==> run_1/clock_wires.png <==
Bar = 20 µm.
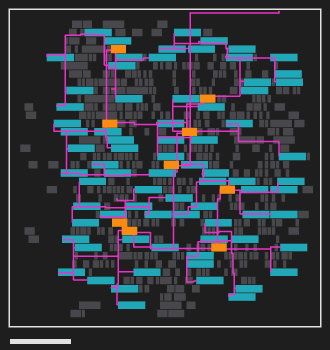
==> run_1/ff_map.png <==
Bar = 20 µm. Other cells in grey.
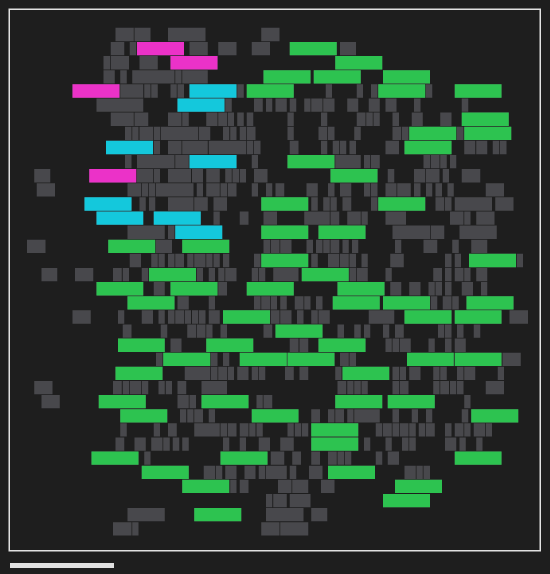
==> run_1/route_heat.png <==
20 x 21 tiles, from dark blue (low) to red (high), scaled to the fullest tile. Values are wire area over tile area, all layers added.
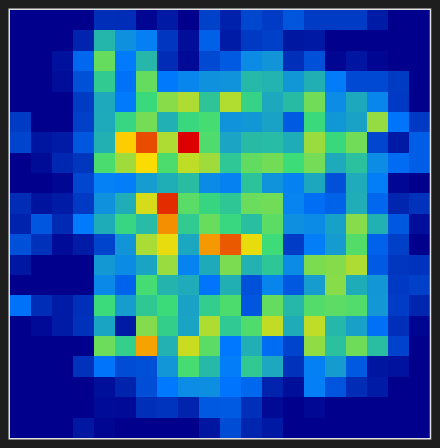
===== config.mk =====
export PLATFORM = sky130hd
export DESIGN_NAME = param_delay_line
export DESIGN_NICKNAME = d
export VERILOG_FILES = /design/src/rtl/param_delay_line.sv
export SDC_FILE = /design/constraint.sdc
export NUM_CORES = 1
export LEC_CHECK = 0
export ABC_AREA = 1
export CORE_AREA = 2 2 100 102
export CTS_CLUSTER_SIZE = 10
export DETAILED_ROUTE_END_ITERATION = 8
export DIE_AREA = 0 0 102 104
export PLACE_DENSITY = 0.62
export SYNTH_ARGS = -nofsm -noshare
export SYNTH_HDL_FRONTEND = slang
export SYNTH_SLANG_ARGS = --single-unit

===== constraint.sdc =====
create_clock -name clk -period 2.7 [get_ports clk]
set_input_delay 0.54 -clock clk [delete_from_list [all_inputs] [get_ports clk]]
set_output_delay 0.54 -clock clk [all_outputs]
set_load 0.02 [all_outputs]

===== src/rtl/param_delay_line.sv =====
// param_delay_line: tap-selectable shift-register delay line.
// A WIDTH-bit word (with its valid bit) moves one stage per enabled clock
// through DEPTH stages; the output is a combinational mux of the stage picked
// by sel, giving a programmable delay of sel+1 cycles.
//
// Interface protocol: in_valid/out_valid are pure qualifiers with no
// backpressure. A word is accepted into stage 0 on every rising edge where
// en=1 and flush=0, whether or not in_valid is set; in_valid=0 inserts a bubble.
// en=0 freezes every stage (input ignored, output held); flush clears every
// stage. out_valid/out_data show the selected stage and leave it on the next
// edge that has en=1.
module param_delay_line #(
  parameter int WIDTH = 8,
  parameter int DEPTH = 8,
  localparam int SEL_W = $clog2(DEPTH),
  localparam int CNT_W = $clog2(DEPTH + 1)
) (
  input  logic             clk,
  input  logic             reset,
  input  logic             en,
  input  logic             flush,
  input  logic [SEL_W-1:0] sel,
  input  logic             in_valid,
  input  logic [WIDTH-1:0] in_data,
  output logic             out_valid,
  output logic [WIDTH-1:0] out_data,
  output logic [CNT_W-1:0] occupancy
);

  // Stage storage: v[i]/d[i] form stage i; stage 0 is the input end.
  logic [DEPTH-1:0] v;
  logic [WIDTH-1:0] d [DEPTH];

  // Next-state values and their valid-bit popcount.
  logic [DEPTH-1:0] v_nxt;
  logic [WIDTH-1:0] d_nxt [DEPTH];
  logic [CNT_W-1:0] cnt_nxt;
  logic [SEL_W-1:0] eff_sel;

  // Next-state: flush beats shift, shift beats hold.
  always_comb begin
    v_nxt = v;
    d_nxt = d;
    if (flush) begin
      v_nxt = '0;
      for (int i = 0; i < DEPTH; i++) begin
        d_nxt[i] = '0;
      end
    end else if (en) begin
      v_nxt    = {v[DEPTH-2:0], in_valid};
      d_nxt[0] = in_data;
      for (int i = 1; i < DEPTH; i++) begin
        d_nxt[i] = d[i-1];
      end
    end
  end

  // Count next-state valid bits so occupancy lands on the same edge as the stages.
  always_comb begin
    cnt_nxt = '0;
    for (int i = 0; i < DEPTH; i++) begin
      cnt_nxt = cnt_nxt + CNT_W'(v_nxt[i]);
    end
  end

  // Stage and occupancy registers with asynchronous clear.
  always_ff @(posedge clk or posedge reset) begin
    if (reset) begin
      v         <= '0;
      occupancy <= '0;
      for (int i = 0; i < DEPTH; i++) begin
        d[i] <= '0;
      end
    end else begin
      v         <= v_nxt;
      occupancy <= cnt_nxt;
      for (int i = 0; i < DEPTH; i++) begin
        d[i] <= d_nxt[i];
      end
    end
  end

  // Tap clamp exists only when sel can encode a stage beyond the last one.
  if ((1 << SEL_W) > DEPTH) begin : g_clamp
    // Clamp out-of-range selects to the deepest stage.
    always_comb begin
      eff_sel = (sel > SEL_W'(DEPTH - 1)) ? SEL_W'(DEPTH - 1) : sel;
    end
  end else begin : g_noclamp
    // Every sel value names a real stage.
    always_comb begin
      eff_sel = sel;
    end
  end

  // Output tap: straight mux from stage registers, no extra pipeline.
  always_comb begin
    out_valid = v[eff_sel];
    out_data  = d[eff_sel];
  end

endmodule

==> out/summary.log, run 1 <==
[timing] Layout Skew 4.71 ps
[global_routing] via count of the first global-routing pass 2993
[power_and_ir_drop] sequential power share 51.7%
[setup_path] number of buffers and inverters on the critical path 6
[min_path] number of cells on the worst hold path 2
[setup_path] cell with the largest stage delay on the worst path fa_1
[setup_path] Reg2Reg Capture Point occupancy[1]$_DFF_PP0_
[timing] final-report hold violation count 0
[clocking] deepest level of the CTS H-tree 3
[die] Die Width 102 µm
[power_and_ir_drop] Worst IR Drop VDD 0.208 mV
[global_routing] wire length of the first global-routing pass 14600 µm
[setup_path] number of stages on the worst setup path 13
[global_routing] antenna violations before repair 0
[drt] vias per inst 4.74
[final_layout] diode insertion count for antenna repair 0
[clocking] number of buffers inserted during clock tree synthesis 9
[setup_path] startpoint kind of the worst setup timing path input port
[setup_path] WP data arrival 3380 ps
[logic_synthesis] number of cells produced by synthesis 453
[logic_synthesis] Floorplan Nets 476
[final_layout] logic area 0.00138 mm²
[logic_synthesis] area figure in the yosys stat output 0.00375 mm²
[drt] count of TritonRoute iterations in the first routing pass 5
[run_status] status finished, violations left
[timing] Final WS setup -432 ps
[logic_synthesis] unique cell type count in the Yosys netlist 19
[clocking] CTS clock-pin slew for the worst setup and hold paths 80 ps
[setup_path] start point of the critical path en
[setup_path] beginning of the worst register-to-register path v[3]$_DFF_PP0_
[setup_path] CP cell instances buf_8 > nor2_4 > inv_4 > o22ai_4 > inv_2 > fa_1 > fa_1 > fa_1 > inv_2 > ha_4 > inv_2 > fa_2 > inv_1
[setup_path] depth of the worst register-to-register path 11
[power_and_ir_drop] Net Sw Power 0.000592 W
[logic_synthesis] synthesis warning total 0
[global_routing] pin count of the biggest net entering global routing 77
[placement] Inst Count DP 617
[final_layout] proportion of layout cells with a drive suffix above 1 13.5%
[setup_path] sort of element at the end of the critical path register
[placement] Port-buffer cells 28
[logic_synthesis] number of standard cells reported by yosys 453
[drt] DRC violations left 0
[clocking] CTS tree yes
[timing] final tally of setup violations 3
[flow_run] count of max-cap constraint violations 0
[global_routing] total global routing overflow 0
[final_layout] flip-flop and latch area 0.00190 mm²
[clocking] maximum number of buffers from clock root to sink 2
[final_layout] relative area change from synthesis to final layout 21.6%
[flow_run] OpenROAD warning count 29
[power_and_ir_drop] total internal power 0.00165 W
[power_and_ir_drop] Clk pwr share 34.4%
[die] Cell Rows 36
[power_and_ir_drop] Pwr per Cell Area 492 mW/mm²
[min_path] worst min-delay path startpoint d[16]$_DFFE_PP0P_
[timing] Final Max Tran Viols 0
[placement] worst slack after detailed placement -1370 ps
[run_status] violations in the final reports setup timing
[setup_path] Worst EP required 2940 ps
[timing] highest clock rate 319 MHz
[setup_path] crit-path max cell delay 570 ps
[power_and_ir_drop] total power 0.00224 W
[final_layout] number of nets in the layout 524
[placement] estimated wirelength of the detail-placed design 5350 µm
[power_and_ir_drop] Lkg Pwr 2.24 nW
[logic_synthesis] synthesized area per cell 8.28 µm²
[final_layout] tally of filler cells in the layout 940
[power_and_ir_drop] switching part of the total 26.4%
[die] floorplan die height 104 µm
[logic_synthesis] Synth flops 76
[final_layout] filler-free cell count of the finished design 638
[logic_synthesis] cell area after technology mapping 0.00375 mm²
[drt] remaining antenna violation count after routing 0
[die] floorplan utilization 39.3%
[min_path] kind of path behind the tightest hold check register to register
[placement] final weighted congestion of routability-driven global placement 0.765
[clocking] TritonCTS Sinks 76
-- clock_wires.png (at the start) --
legend:
  flip-flops:
    colour: cyan
    count: 76
  clock-net drivers:
    colour: orange
    count: 9
  clock wires:
    colour: magenta
    length: 978 µm
routed clock nets: 10

-- ff_map.png (at the start) --
legend:
  occupancy:
    colour: magenta
    placed_flops: 4
    where: top left
  v:
    colour: cyan
    placed_flops: 8
  d:
    colour: green
    placed_flops: 64
    where: all over the die
final core utilization: 47.7%
sequential group power: 0.00116 W

-- route_heat.png (at the start) --
nearly empty tiles: 21%
fullest tile: 0.49
emptiest ninth of the die: bottom left
densest ninth of the die: middle
via count of the routed design: 3024
total global-route track usage: 17.4%
Total Wirelength: 8370 µm
final routed wire length divided by cell count: 13.1 µm

[run 1: tightest hold or removal path: cells and delay by family (launching register included)]
family,cells,cell delay [ps]
AND/OR/NAND/NOR,1,50
AND-OR/OR-AND,1,60
flip-flops,1,350
[run 1: registers in the layout, indices dropped and copies added (netlist names)]
register   flops
occupancy      4
d             64
v              8
[run 1: metrics by stage]
step,cell area (µm²),setup TNS (ps)
3_5_place_dp,4300,-5940
3_3_place_gp,4300,-5690
4_1_cts,4530,-1390
2_1_floorplan,3760,-1690
6_report,4560,-1060
5_1_grt,4560,-1270
[run 1: routing by layer]
layer / track usage [%] / share of wire [%] / up-vias
met1: 25.6 / 49 / 1432
met4: 5.71 / 1.3 / 0
met2: 25.3 / 46 / 57
met3: 3.76 / 3.6 / 8
li1: - / - / 1527
met5: 0 / 0 / -
[run 1: cells in the mapped netlist]
cell	count	area, µm²
buf_2	9	45.0
buf_4	4	30.0
buf_6	5	56.3
clkbuf_1	5	18.8
clkinv_1	3	11.3
dfrtp_1	76	1900
fa_1	4	80.1
ha_1	3	37.5
inv_1	85	319
inv_2	4	15.0
inv_6	2	17.5
nand2_1	136	510
nand3_1	42	210
nor2_4	1	11.3
nor2_8	1	20.0
o21ai_0	18	90.1
o22ai_1	52	325
o22ai_4	2	40.0
xnor2_1	1	8.76
[run 1: placed cells by master (no fill, tap or decap), drive strengths merged]
master,synthesis,layout
nor2,2,2
o22ai,54,54
clkbuf,5,13
nand2,136,136
buf,18,34
clkdlybuf4s50,0,16
inv,91,91
dlygate4sd2,0,5
xnor2,1,1
fa,4,4
ha,3,3
clkinv,3,5
clkdlybuf4s15,0,5
nand3,42,42
o21ai,18,18
dfrtp,76,76
[run 1: area by class of cell]
type	count	share of cell area (%)
multi-input combinational	260	30.3
sequential	76	41.7
clock inverter	2	0.220
clock buffer	13	3.49
inverter	94	8.02
timing repair buffer	60	12.6
tap	133	3.65
[run 1: cell families (layout without fill, tap and decap cells)]
family	Yosys count	after routing	synth area share, %
AND/OR/NAND/NOR	180	180	20.1
buffers and inverters	117	169	13.7
flip-flops	76	76	50.7
AND-OR/OR-AND	72	72	12.1
adder cells (fa/ha/maj)	7	7	3.14
XOR/XNOR	1	1	0.234
[run 1: power groups by stage]
stage	Sequential, W	Combinational (W)	Clock (W)
floorplan	0.00118	0.000188	0
global placement	0.00118	0.000308	0
detailed placement	0.00118	0.000311	0
CTS	0.00116	0.000312	0.000795
global route	0.00116	0.000350	0.000841
finish	0.00116	0.000313	0.000772
[run 1: worst min-delay path by stage]
stage                     slack, ps                end
final                           490  d[16]$_DFFE_PP0P_
after global routing            510  d[18]$_DFFE_PP0P_
after CTS                       490  d[16]$_DFFE_PP0P_
after detailed placement        470  d[16]$_DFFE_PP0P_
after global placement          470  d[16]$_DFFE_PP0P_
after floorplan                 450  d[16]$_DFFE_PP0P_
[run 1: timing repair]
| action | 4_1_cts | 5_1_grt |
|---|---|---|
| hold buffers | 0 | 0 |
| buffers inserted | 5 | 2 |
| endpoints found under the setup margin | 13 | 6 |
| gates resized | 30 | 11 |
| pin swaps | 8 | 8 |
==> run 1 -> run 2 <==
--- a/config.mk
+++ b/config.mk
@@ -10,7 +10,9 @@
 export CTS_CLUSTER_SIZE = 10
 export DETAILED_ROUTE_END_ITERATION = 8
 export DIE_AREA = 0 0 102 104
+export HOLD_SLACK_MARGIN = 0.06
 export PLACE_DENSITY = 0.62
 export SYNTH_ARGS = -nofsm -noshare
 export SYNTH_HDL_FRONTEND = slang
 export SYNTH_SLANG_ARGS = --single-unit
+export TNS_END_PERCENT = 20
==> out/summary.log, run 2 <==
[setup_path] startpoint kind of the worst setup timing path input port
[final_layout] diode insertion count for antenna repair 0
[logic_synthesis] sequential share of the synthesized area 50.7%
[power_and_ir_drop] total power 0.00237 W
[final_layout] relative area change from synthesis to final layout 23.2%
[timing] Final Max Tran Viols 0
[clocking] number of buffers inserted during clock tree synthesis 9
[logic_synthesis] most frequent cells after synthesis nand2_1, inv_1, dfrtp_1
[logic_synthesis] Synth flops 76
[logic_synthesis] Floorplan Nets 476
[setup_path] start point of the critical path flush
[logic_synthesis] Top cells by area dfrtp_1, nand2_1, o22ai_1
[setup_path] worst-path fanout max 3
[final_layout] register with the most flip-flops d
[placement] Port-buffer cells 28
[logic_synthesis] cell area after technology mapping 0.00375 mm²
[timing] Layout Skew 8.97 ps
[global_routing] via count of the first global-routing pass 2973
[setup_path] cell with the largest stage delay on the worst path fa_1
[timing] transition at the pin with the smallest max-transition slack 596 ps
[flow_run] count of max-cap constraint violations 0
[logic_synthesis] asr flop ratio synth 100%
[die] area of the die 0.0106 mm²
[clocking] clock root buffer clkbuf_8
[die] number of top-level pins 29
[global_routing] pin count of the biggest net entering global routing 57
[power_and_ir_drop] Worst IR Drop VDD 0.250 mV
[logic_synthesis] post-synthesis cell type with the largest instance count nand2_1
[setup_path] sort of element at the end of the critical path register
[timing] final-layout worst hold slack 492 ps
[global_routing] wire length of the first global-routing pass 14400 µm
[placement] estimated wirelength of the detail-placed design 5610 µm
[clocking] TritonCTS Sinks 76
[die] floorplan die height 104 µm
[logic_synthesis] synthesis warning total 0
[timing] final-report hold violation count 0
[timing] highest clock rate 319 MHz
[placement] final weighted congestion of routability-driven global placement 0.805
[logic_synthesis] area figure in the yosys stat output 0.00375 mm²
[final_layout] number of nets in the layout 529
[global_routing] total global routing overflow 0
[clocking] CTS tree yes
[flow_run] OpenROAD warning count 29
[logic_synthesis] Post-synth EDFFs 0
[run_status] violations in the final reports setup timing
[logic_synthesis] number of standard cells reported by yosys 453
[drt] count of routing violations after the opening detailed-route iteration 115
[final_layout] most frequent logic cells in the routed design nand2_1, inv_1, dfrtp_1
[drt] via count of the routed design 3037
[clocking] latest clock arrival within the worst-skew pair 340 ps
[global_routing] antenna violations before repair 0
[final_layout] top flop regs d (64), v (8), occupancy (4)
[setup_path] CP cell instances buf_8 > buf_6 > nor2_8 > nand2_2 > o21ai_2 > inv_2 > fa_1 > fa_1 > fa_1 > inv_2 > ha_4 > inv_2 > fa_2 > inv_1
[timing] share of the clock period used by the worst path 116%
[setup_path] WP data arrival 3380 ps
[final_layout] tally of filler cells in the layout 939
[setup_path] beginning of the worst register-to-register path v[0]$_DFF_PP0_
[min_path] worst min-delay path startpoint d[18]$_DFFE_PP0P_
[logic_synthesis] post-synth top area cell dfrtp_1
[global_routing] total global-route track usage 16.9%
[die] Die Width 102 µm
[placement] Placement Cell Area 0.00432 mm²
[final_layout] dominant logic cell type in the layout nand2_1
[timing] Max-slew headroom 60.3%
[drt] remaining antenna violation count after routing 0
[final_layout] proportion of layout cells with a drive suffix above 1 15.1%
[drt] Total Wirelength 8420 µm
[setup_path] Worst EP required 2940 ps
[drt] vias per inst 4.72
[logic_synthesis] top-area cell type share of the netlist area 50.7%
[die] Core Footprint 0.00955 mm²
[timing] setup repair after global routing missed its margin yes
[power_and_ir_drop] Pwr per Cell Area 513 mW/mm²
[final_layout] cell area after layout 0.00462 mm²
[min_path] kind of path behind the tightest hold check register to register
[drt] DRC violations left 0
[setup_path] crit-path max cell delay 560 ps
[logic_synthesis] most used flip-flop cell after synthesis dfrtp_1
[clocking] deepest level of the CTS H-tree 3
[drt] count of TritonRoute iterations in the first routing pass 4
[drt] final routed wire length divided by cell count 13.1 µm
[timing] final tally of setup violations 3
[placement] worst slack after detailed placement -1340 ps
[clocking] CTS clock-pin slew for the worst setup and hold paths 70 ps
[logic_synthesis] unique cell type count in the Yosys netlist 19
[run_status] status finished, violations left
[logic_synthesis] number of cells produced by synthesis 453
[clocking] maximum number of buffers from clock root to sink 2
[die] floorplan utilization 39.3%
[timing] Final WS setup -438 ps
[power_and_ir_drop] Lkg Pwr 2.28 nW
[logic_synthesis] synthesized area per cell 8.28 µm²
[setup_path] worst setup path category input port to register
[timing] Tmin final 3140 ps
[final_layout] number of flip-flops in the largest register 64
run 2: cell count changes in the layout (fill, tap and decap cells not counted):
cell and change:
clkdlybuf4s15_1 -5, o22ai_4 +1, clkinv_2 -2, o22ai_1 -1, buf_12 -1, inv_1 -2, dlygate4sd2_1 +4, bufinv_16 +1
inv_2 +2, buf_4 +6, clkbuf_8 +1, clkbuf_2 +1
run 2: timing repair:
action	CTS	global route
hold buffers	0	0
endpoints found under the setup margin	13	6
buffers inserted	5	1
pin swaps	6	6
resized	36	8
run 2: area by class of cell:
| type | count | area, µm² | share of cell area [%] |
|---|---|---|---|
| clock buffers | 14 | 173 | 3.74 |
| clock inverters | 1 | 30.0 | 0.650 |
| inverters | 94 | 365 | 7.91 |
| multi-input cells | 260 | 1390 | 30.2 |
| flip-flops and latches | 76 | 1900 | 41.2 |
| well taps | 133 | 166 | 3.60 |
| repair buffers | 65 | 589 | 12.8 |
run 2: path summary, 6_finish.rpt:
kind                                                to  slack, ps  cells past startpoint
worst max-delay path            occupancy[1]$_DFF_PP0_       -440                     14
worst min-delay path                 d[18]$_DFFE_PP0P_        490                      2
worst max register to register  occupancy[1]$_DFF_PP0_       -300                     11
worst min register to register       d[18]$_DFFE_PP0P_        490                      2
max in group asynchronous            d[32]$_DFFE_PP0P_       1540                      3
min in group asynchronous            d[59]$_DFFE_PP0P_        570                      2
run 2: per-stage QoR:
stage / instances / TNS [ps] / utilization, %
floorplan: 453 / -1710 / -
global placement: 622 / -5840 / 45.3
detailed placement: 622 / -5830 / 45.3
CTS: 642 / -1070 / 48.2
global route: 643 / -1230 / 48.4
finish: 643 / -1060 / 48.4
run 2: cell families (layout without fill, tap and decap cells):
| group | after synthesis | in the layout | synth area share [%] |
|---|---|---|---|
| AND-OR/OR-AND | 72 | 72 | 12.1 |
| XOR/XNOR | 1 | 1 | 0.234 |
| AND/OR/NAND/NOR | 180 | 180 | 20.1 |
| flip-flops | 76 | 76 | 50.7 |
| adder cells (fa/ha/maj) | 7 | 7 | 3.14 |
| buffers and inverters | 117 | 174 | 13.7 |
run 2: critical path, delay by kind of cell:
kind                     cells  cell delay [ps]
AND/OR/NAND/NOR              2              240
adder cells (fa/ha/maj)      5             2100
AND-OR/OR-AND                1               70
buffers and inverters        6              420
run 2: power by group:
group | leakage (nW) | total [W] | internal, W | switching [W]
logic | 1.13 | 0.000317 | 0.000121 | 0.000196
registers | 1.05 | 0.00116 | 0.00115 | 0.00000483
clock network | 0.103 | 0.000894 | 0.000500 | 0.000394
total | 2.28 | 0.00237 | 0.00178 | 0.000595
run 2: metal layers:
metal  global-route usage (%)  part of all wire [%]  vias up
li1                         -                     -     1532
met1                     24.5                    49     1427
met2                     25.2                    46       63
met3                     2.55                   3.1       15
met4                     6.67                   2.1        0
met5                        0                     0        -
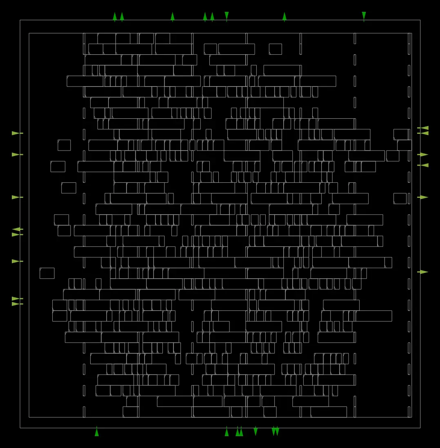
(run_2/placed.png)
number of well-tap cells placed: 133
Cell Rows: 36

==> run 2 -> run 3 <==
--- a/config.mk
+++ b/config.mk
@@ -7,11 +7,13 @@
 export LEC_CHECK = 0
 export ABC_AREA = 1
 export CORE_AREA = 2 2 100 102
+export CTS_BUF_LIST = sky130_fd_sc_hd__clkbuf_8
 export CTS_CLUSTER_SIZE = 10
 export DETAILED_ROUTE_END_ITERATION = 8
 export DIE_AREA = 0 0 102 104
 export HOLD_SLACK_MARGIN = 0.06
 export PLACE_DENSITY = 0.62
+export SKIP_CTS_REPAIR_TIMING = 1
 export SYNTH_ARGS = -nofsm -noshare
 export SYNTH_HDL_FRONTEND = slang
 export SYNTH_SLANG_ARGS = --single-unit
==> out/summary.log, run 3 <==
[drt] count of TritonRoute iterations in the first routing pass 4
[logic_synthesis] top-area cell type share of the netlist area 50.7%
[logic_synthesis] post-synth top area cell dfrtp_1
[setup_path] crit-path max cell delay 560 ps
[run_status] status finished, violations left
[logic_synthesis] area figure in the yosys stat output 0.00375 mm²
[timing] final-report hold violation count 0
[setup_path] worst-path fanout max 5
[setup_path] beginning of the worst register-to-register path v[3]$_DFF_PP0_
[logic_synthesis] post-synthesis cell type with the largest instance count nand2_1
[logic_synthesis] number of cells produced by synthesis 453
[placement] worst slack after detailed placement -1340 ps
[clocking] latest clock arrival within the worst-skew pair 340 ps
[power_and_ir_drop] total internal power 0.00177 W
[clocking] CTS tree yes
[flow_run] count of max-cap constraint violations 0
[power_and_ir_drop] Net Sw Power 0.000587 W
[drt] via count of the routed design 3034
[timing] share of the clock period used by the worst path 121%
[global_routing] total global routing overflow 0
[die] floorplan die height 104 µm
[drt] DRC violations left 0
[final_layout] dominant logic cell type in the layout nand2_1
[logic_synthesis] most used flip-flop cell after synthesis dfrtp_1
[placement] estimated wirelength of the detail-placed design 5610 µm
[setup_path] sort of element at the end of the critical path register
[setup_path] WP data arrival 3500 ps
[logic_synthesis] number of standard cells reported by yosys 453
[setup_path] startpoint kind of the worst setup timing path input port
[placement] Inst Count DP 622
[run_status] violations in the final reports setup timing
[die] number of top-level pins 29
[setup_path] critical path's most frequent cell fa_1
[drt] count of routing violations after the opening detailed-route iteration 108
[power_and_ir_drop] Worst IR Drop VDD 0.250 mV
[drt] Total Wirelength 8210 µm
[logic_synthesis] Top cells by area dfrtp_1, nand2_1, o22ai_1
[global_routing] antenna violations before repair 0
[timing] Tmin final 3270 ps
[setup_path] worst setup path category input port to register
[logic_synthesis] Synth flops 76
[flow_run] OpenROAD warning count 28
[timing] Layout Skew 8.07 ps
[logic_synthesis] asr flop ratio synth 100%
[placement] final weighted congestion of routability-driven global placement 0.805
[final_layout] proportion of layout cells with a drive suffix above 1 13.2%
[final_layout] most frequent logic cells in the routed design nand2_1, inv_1, dfrtp_1
[global_routing] wire length of the first global-routing pass 14100 µm
[die] floorplan utilization 39.3%
[setup_path] start point of the critical path flush
[drt] remaining antenna violation count after routing 0
[die] area of the die 0.0106 mm²
[die] Core Footprint 0.00955 mm²
[timing] final tally of setup violations 4
[clocking] CTS clock-pin slew for the worst setup and hold paths 70 ps
[die] Cell Rows 36
[drt] vias per inst 4.74
[clocking] number of buffers inserted during clock tree synthesis 9
[clocking] TritonCTS Sinks 76
[placement] Port-buffer cells 28
[logic_synthesis] unique cell type count in the Yosys netlist 19
[min_path] worst min-delay path startpoint d[18]$_DFFE_PP0P_
[timing] transition at the pin with the smallest max-transition slack 597 ps
[timing] Final WS setup -568 ps
[min_path] kind of path behind the tightest hold check register to register
[final_layout] register with the most flip-flops d
[power_and_ir_drop] combinational group share of total power 13.3%
[power_and_ir_drop] switching part of the total 24.9%
[setup_path] cell with the largest stage delay on the worst path fa_1
[power_and_ir_drop] sequential power share 49.2%
[setup_path] Worst EP required 2940 ps
[clocking] maximum number of buffers from clock root to sink 2
[final_layout] tally of filler cells in the layout 956
[final_layout] diode insertion count for antenna repair 0
[logic_synthesis] cell area after technology mapping 0.00375 mm²
[timing] highest clock rate 306 MHz
[clocking] deepest level of the CTS H-tree 3
[global_routing] pin count of the biggest net entering global routing 57
[final_layout] filler-free cell count of the finished design 640
[logic_synthesis] Post-synth EDFFs 0
[die] Die Width 102 µm
[power_and_ir_drop] Lkg Pwr 2.37 nW
[timing] Max-slew headroom 60.2%
[global_routing] total global-route track usage 16.5%
[final_layout] number of flip-flops in the largest register 64
[timing] Setup TNS Final -1520 ps
[timing] setup repair after global routing missed its margin yes
[global_routing] via count of the first global-routing pass 2944
[logic_synthesis] synthesized area per cell 8.28 µm²
[power_and_ir_drop] Clk pwr share 37.5%
[final_layout] relative area change from synthesis to final layout 22.4%
[logic_synthesis] Floorplan Nets 476
[logic_synthesis] most frequent cells after synthesis nand2_1, inv_1, dfrtp_1
[drt] final routed wire length divided by cell count 12.8 µm
[logic_synthesis] synthesis warning total 0
[logic_synthesis] sequential share of the synthesized area 50.7%
[final_layout] number of nets in the layout 526
[final_layout] top flop regs d (64), v (8), occupancy (4)
[setup_path] CP cell instances clkbuf_2 > buf_6 > nor2_8 > inv_6 > o22ai_4 > inv_2 > fa_1 > fa_1 > fa_1 > inv_1 > ha_2 > inv_2 > fa_2 > inv_1
[timing] Final Max Tran Viols 0
[clocking] clock root buffer clkbuf_8
[power_and_ir_drop] Pwr per Cell Area 513 mW/mm²
[run 3: cell types whose count changed in the layout (fill, tap and decap cells not counted), sizes merged]
cell	change
inv	+2
clkdlybuf4s50	+1
clkbuf	-2
dlymetal6s2s	+9
dlygate4sd2	-9
buf	-4
[run 3: worst paths after layout]
kind / to / cells after the start / slack, ps
max: occupancy[1]$_DFF_PP0_ / 14 / -570
min: d[18]$_DFFE_PP0P_ / 2 / 490
max reg2reg: occupancy[1]$_DFF_PP0_ / 11 / -350
min reg2reg: d[18]$_DFFE_PP0P_ / 2 / 490
max in group asynchronous: d[32]$_DFFE_PP0P_ / 3 / 1540
min in group asynchronous: d[59]$_DFFE_PP0P_ / 2 / 570
[run 3: cells by family (layout without fill, tap and decap cells)]
| kind of cell | after synthesis | after routing | synth area share [%] |
|---|---|---|---|
| fa+ha+maj | 7 | 7 | 3.14 |
| flops | 76 | 76 | 50.7 |
| xor+xnor | 1 | 1 | 0.234 |
| compound gates | 72 | 72 | 12.1 |
| simple gates | 180 | 180 | 20.1 |
| buf+inv | 117 | 171 | 13.7 |
[run 3: power by group through the flow]
stage / clock network [W] / logic, W / registers [W]
final: 0.000883 / 0.000313 / 0.00116
after global routing: 0.000956 / 0.000347 / 0.00116
after CTS: 0.000904 / 0.000315 / 0.00116
after detailed placement: 0 / 0.000313 / 0.00118
after global placement: 0 / 0.000312 / 0.00118
after floorplan: 0 / 0.000187 / 0.00118
[run 3: cell type report]
cell class	instances	area [µm²]	area share (%)
Multi-Input combinational cell	260	1360	29.7
Tap cell	133	166	3.63
Inverter	94	363	7.91
Timing Repair Buffer	62	593	12.9
Clock buffer	12	165	3.60
Sequential cell	76	1900	41.4
Clock inverter	3	37.5	0.818
[run 3: stage by stage]
stage	total power, W	hold WS, ps	cell area [µm²]	util (%)
2_1_floorplan	0.00137	453	3750	-
3_3_place_gp	0.00149	468	4320	45.3
3_5_place_dp	0.00150	476	4320	45.3
4_1_cts	0.00238	494	4520	47.4
5_1_grt	0.00246	516	4590	48.1
6_report	0.00236	492	4590	48.1
[run 3: layer usage]
| metal | track usage [%] | vias to the layer above | part of all wire (%) |
|---|---|---|---|
| met5 | 0 | - | 0 |
| met4 | 6.67 | 0 | 2.1 |
| met3 | 2.55 | 17 | 3.3 |
| met2 | 24.1 | 63 | 45 |
| met1 | 24.3 | 1431 | 49 |
| li1 | - | 1523 | - |
[run 3: worst max-delay path, delay by kind of cell]
kind | cells | cell delay, ps
AND-OR/OR-AND | 1 | 130
AND/OR/NAND/NOR | 1 | 150
adder cells (fa/ha/maj) | 5 | 2160
buffers and inverters | 7 | 500
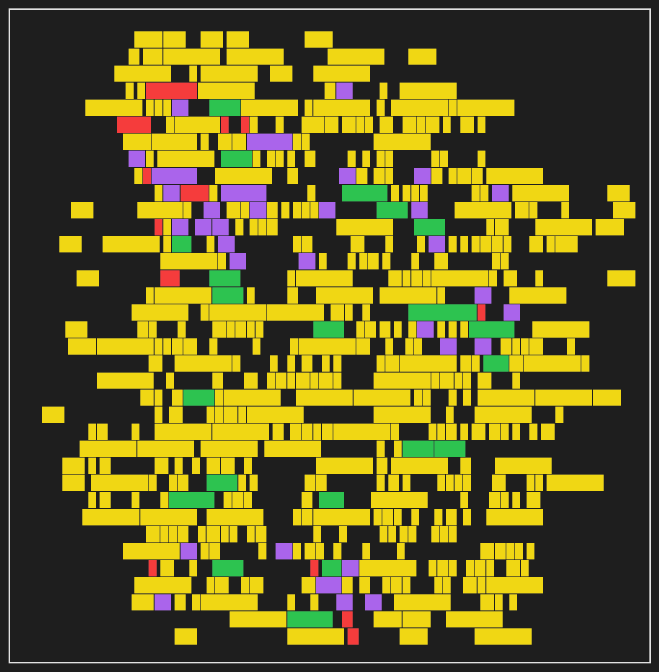
(run_3/sizing.png)
legend:
  x3 and x4:
    colour: purple
    cells: 33
    share: 6.5%
  x2:
    colour: red
    cells: 13
    share: 2.6%
  x1 and smaller:
    colour: yellow
    cells: 440
    share: 87%
  x6 and larger:
    colour: green
    cells: 21
    share: 4.1%

Power figures rest on the tool's default switching activity, not on a simulated workload.
